--- config.mk ---
export PLATFORM = sky130hd
export DESIGN_NAME = mem_access_port
export DESIGN_NICKNAME = d
export VERILOG_FILES = /design/src/rtl/mem_port_pkg.sv /design/src/rtl/mem_access_port.sv
export SDC_FILE = /design/constraint.sdc
export NUM_CORES = 1
export LEC_CHECK = 0
export ABC_AREA = 1
export ABC_CLOCK_PERIOD_IN_PS = 2500
export CAP_MARGIN = 40
export CORE_MARGIN = 10
export CORE_UTILIZATION = 48
export DETAILED_ROUTE_END_ITERATION = 8
export DONT_BUFFER_PORTS = 1
export PLACE_DENSITY = 0.72
export SETUP_SLACK_MARGIN = 0.1
export SLEW_MARGIN = 20
export SYNTH_ARGS = -nofsm -noshare
export SYNTH_HDL_FRONTEND = slang
export SYNTH_SLANG_ARGS = --single-unit
export TNS_END_PERCENT = 10
--- constraint.sdc ---
create_clock -name clock -period 2.5 [get_ports clock]
set_input_delay 0.25 -clock clock [delete_from_list [all_inputs] [get_ports clock]]
set_output_delay 0.25 -clock clock [all_outputs]
set_load 0.005 [all_outputs]
--- src/rtl/mem_port_pkg.sv ---
`default_nettype none
// ============================================================================
//  Package     : mem_port_pkg
//  Description : Shared types and constants for the memory access port of the
//                downsampling processor datapath. Holds the port state
//                encoding, the control-unit memory command codes and the
//                C bus destination code used for memory writeback.
//  Revision    : 1.0 - initial release
// ============================================================================
package mem_port_pkg;

    // Port sequencing states. Explicit 2-bit encoding; the fourth code is
    // unused and recovers to IDLE.
    typedef enum logic [1:0] {
        IDLE = 2'd0,
        REQ  = 2'd1,
        DONE = 2'd2
    } state_t;

    // Memory command codes driven by the control unit. 2'b11 is reserved
    // and treated exactly like CMD_IDLE.
    localparam logic [1:0] CMD_IDLE = 2'b00;
    localparam logic [1:0] CMD_RD   = 2'b01;
    localparam logic [1:0] CMD_WR   = 2'b10;

    // C bus destination select the control unit uses when the writeback
    // value comes from this port (cbus_data).
    localparam logic [2:0] CBUS_DST_MEM = 3'd4;

endpackage : mem_port_pkg
`default_nettype wire

--- src/rtl/mem_access_port.sv ---
`default_nettype none
// ============================================================================
//  Module      : mem_access_port
//  Description : Consumer end of the A bus. On a read/write command from the
//                control unit the address on the A bus and the write data on
//                the B bus are captured, a level req/ack handshake is run with
//                the image/data memory, and read data is held for writeback
//                over the C bus. A request without acknowledge is abandoned
//                after TIMEOUT cycles and flagged on err.
//
//  Ports       : clock      - block clock, all state on posedge
//                rst        - synchronous active-high reset
//                abus_val   - A bus value, address source (low AW bits used)
//                bbus_val   - B bus value, write data source
//                mem_cmd    - 00 idle, 01 read, 10 write, 11 reserved
//                busy       - high whenever not IDLE
//                done       - one-cycle completion pulse (success or timeout)
//                err        - sticky timeout flag, cleared on next accept
//                cbus_data  - last read data, held until next completed read
//                mem_addr   - registered memory address
//                mem_wdata  - registered memory write data
//                mem_rd     - read request level
//                mem_wr     - write request level
//                mem_rdata  - memory read data, valid with mem_ack
//                mem_ack    - memory acknowledge
//
//  Revision    : 1.0 - initial release
// ============================================================================
module mem_access_port
    import mem_port_pkg::*;
#(
    parameter int AW      = 16,
    parameter int DW      = 32,
    parameter int TIMEOUT = 255
) (
    input  logic          clock,
    input  logic          rst,
    input  logic [31:0]   abus_val,
    input  logic [DW-1:0] bbus_val,
    input  logic [1:0]    mem_cmd,
    output logic          busy,
    output logic          done,
    output logic          err,
    output logic [DW-1:0] cbus_data,
    output logic [AW-1:0] mem_addr,
    output logic [DW-1:0] mem_wdata,
    output logic          mem_rd,
    output logic          mem_wr,
    input  logic [DW-1:0] mem_rdata,
    input  logic          mem_ack
);

    // Wait counter sized to hold TIMEOUT; it is cleared on every accepted
    // command and the REQ state is left at TIMEOUT-1, so it never wraps.
    localparam int CW = $clog2(TIMEOUT + 1);

    localparam logic [CW-1:0] c_cnt_last = CW'(TIMEOUT - 1);
    localparam logic [CW-1:0] c_cnt_one  = CW'(1);

    // ------------------------------------------------------------------
    // State and registered outputs
    // ------------------------------------------------------------------
    state_t          r_state;
    logic [CW-1:0]   r_cnt;
    logic            r_op_wr;
    logic            r_busy;
    logic            r_done;
    logic            r_err;
    logic [DW-1:0]   r_cbus;
    logic [AW-1:0]   r_addr;
    logic [DW-1:0]   r_wdata;
    logic            r_rd;
    logic            r_wr;

    // Next-state values
    state_t          w_state_next;
    logic [CW-1:0]   w_cnt_next;
    logic            w_op_wr_next;
    logic            w_busy_next;
    logic            w_done_next;
    logic            w_err_next;
    logic [DW-1:0]   w_cbus_next;
    logic [AW-1:0]   w_addr_next;
    logic [DW-1:0]   w_wdata_next;
    logic            w_rd_next;
    logic            w_wr_next;

    logic            w_cmd_valid;
    logic            w_cmd_is_wr;

    // Only the low AW bits of the A bus form the memory address; the upper
    // bits are deliberately dropped.
    generate
        if (AW < 32) begin : g_abus_hi
            logic w_abus_hi_unused;
            assign w_abus_hi_unused = ^abus_val[31:AW];
        end
    endgenerate

    // Reserved code 2'b11 is not a valid command.
    assign w_cmd_valid = (mem_cmd == CMD_RD) || (mem_cmd == CMD_WR);
    assign w_cmd_is_wr = (mem_cmd == CMD_WR);

    // ------------------------------------------------------------------
    // State register. Every output is driven straight from a flop so the
    // memory side sees glitch-free request levels and there is no path
    // from mem_ack/mem_rdata to any output within a cycle.
    // ------------------------------------------------------------------
    always_ff @(posedge clock) begin
        if (rst) begin
            r_state <= IDLE;
            r_cnt   <= '0;
            r_op_wr <= 1'b0;
            r_busy  <= 1'b0;
            r_done  <= 1'b0;
            r_err   <= 1'b0;
            r_cbus  <= '0;
            r_addr  <= '0;
            r_wdata <= '0;
            r_rd    <= 1'b0;
            r_wr    <= 1'b0;
        end else begin
            r_state <= w_state_next;
            r_cnt   <= w_cnt_next;
            r_op_wr <= w_op_wr_next;
            r_busy  <= w_busy_next;
            r_done  <= w_done_next;
            r_err   <= w_err_next;
            r_cbus  <= w_cbus_next;
            r_addr  <= w_addr_next;
            r_wdata <= w_wdata_next;
            r_rd    <= w_rd_next;
            r_wr    <= w_wr_next;
        end
    end

    // ------------------------------------------------------------------
    // Next-state and next-output logic
    // ------------------------------------------------------------------
    always_comb begin
        // Hold everything by default; done is a pulse so it defaults low.
        w_state_next = r_state;
        w_cnt_next   = r_cnt;
        w_op_wr_next = r_op_wr;
        w_busy_next  = r_busy;
        w_done_next  = 1'b0;
        w_err_next   = r_err;
        w_cbus_next  = r_cbus;
        w_addr_next  = r_addr;
        w_wdata_next = r_wdata;
        w_rd_next    = r_rd;
        w_wr_next    = r_wr;

        case (r_state)
            IDLE: begin
                // mem_ack is ignored here: a late ack from an abandoned
                // access must not disturb anything.
                if (w_cmd_valid) begin
                    w_state_next = REQ;
                    w_cnt_next   = '0;
                    w_op_wr_next = w_cmd_is_wr;
                    w_addr_next  = abus_val[AW-1:0];
                    w_wdata_next = bbus_val;
                    w_err_next   = 1'b0;
                    w_busy_next  = 1'b1;
                    w_rd_next    = ~w_cmd_is_wr;
                    w_wr_next    = w_cmd_is_wr;
                end
            end

            REQ: begin
                // Ack is tested first so that an ack on the final wait
                // cycle still completes without err.
                if (mem_ack) begin
                    w_state_next = DONE;
                    w_done_next  = 1'b1;
                    w_rd_next    = 1'b0;
                    w_wr_next    = 1'b0;
                    if (!r_op_wr) begin
                        w_cbus_next = mem_rdata;
                    end
                end else if (r_cnt == c_cnt_last) begin
                    w_state_next = DONE;
                    w_done_next  = 1'b1;
                    w_err_next   = 1'b1;
                    w_rd_next    = 1'b0;
                    w_wr_next    = 1'b0;
                end else begin
                    w_cnt_next = r_cnt + c_cnt_one;
                end
            end

            DONE: begin
                // Commands seen here are dropped, not queued.
                w_state_next = IDLE;
                w_busy_next  = 1'b0;
            end

            default: begin
                w_state_next = IDLE;
                w_busy_next  = 1'b0;
                w_rd_next    = 1'b0;
                w_wr_next    = 1'b0;
            end
        endcase
    end

    // ------------------------------------------------------------------
    // Output drive
    // ------------------------------------------------------------------
    assign busy      = r_busy;
    assign done      = r_done;
    assign err       = r_err;
    assign cbus_data = r_cbus;
    assign mem_addr  = r_addr;
    assign mem_wdata = r_wdata;
    assign mem_rd    = r_rd;
    assign mem_wr    = r_wr;

endmodule : mem_access_port
`default_nettype wire

**Cell outlines without signal wires**

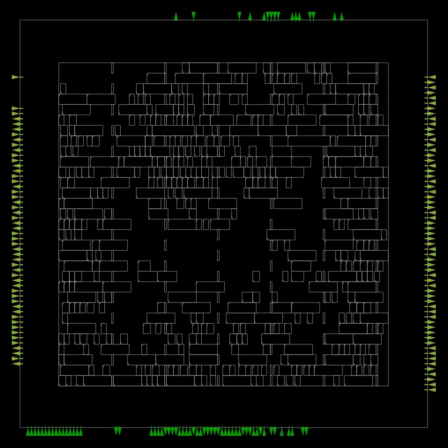
fin util: 0.5323
Fill cells: 726

**Cell area per tile**

The die is cut into 11 by 11 equal tiles; white is low, dark blue is high, 0 to 100% covered.
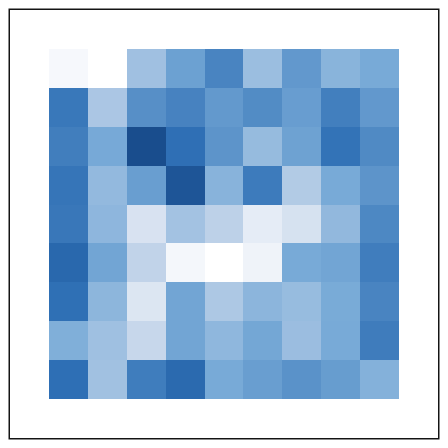
emptiest ninth of the die: top left
nearly empty tiles: 35%
tiles over 75% full: 3.3%
core area: 7253 um2
fp_density: 0.4937

==> Changelog: implementation <==
## Flow update

- Sequential share of power: 0.554
- Row count: 31
- TritonCTS clock tree: done
- Hold endpoint: cbus_data[4]
- Post-Syn Instances: approximately 480
- Synth area leaders: dfxtp_1, nor2_1, o21ai_0
- Post-synth top cells: nor2_1, dfxtp_1, o21ai_0
- Power Dens Cells: 844.6 nW/um2
- Net Sw Frac: 0.2719
- Mapped Area: ~3600 um2
- Hold path depth: 2
- Number of max-cap violations: 0
- Comb power frac: 0.113
- M1 WL: between 3 and 4 mm
- Nets: between 500 and 600
- Met3 usage: 0.1063
- Dominant register cell: dfxtp_1
- WHS: 43.44 ps
- Postcts setup bufs: 0
- Worst vdd ir: around 0.00037 V
- Cells after DPL: 559
- Met2 Routed Length: 4.158 mm
- First-pass GRT wire length: between 10 and 15 mm
- Synth Seq Share: 0.5367
- Top power group: sequential cells
- Vias/cell: between 5 and 6
- FF-to-FF setup slack: approximately 850 ps
- CP Class: register to register
- P&R area growth vs syn: 7.827%
- Clock-net power: 1.09 mW
- Log Warnings: ~43
- CP max FO: 33
- Cells in synth_stat.txt: 480
- Hold-fix buffers, CTS: 1
- Final setup margin: around 850 ps
- Fraction of area in registers: 0.4977
- Status: finished clean
- CTS H-Tree Depth: 3
- Final WL: roughly 9.5 mm
- Synth cell types: 20
- Antenna diode instance count: 0
- CTS Buf Count: 9
- Die area: 11310 um2
- Worst slack, placed: roughly 840 ps
- DRC: 0
- # IOs: roughly 190
- NetSw: ~0.89 mW
Power is estimated from default activity; no workload was simulated.
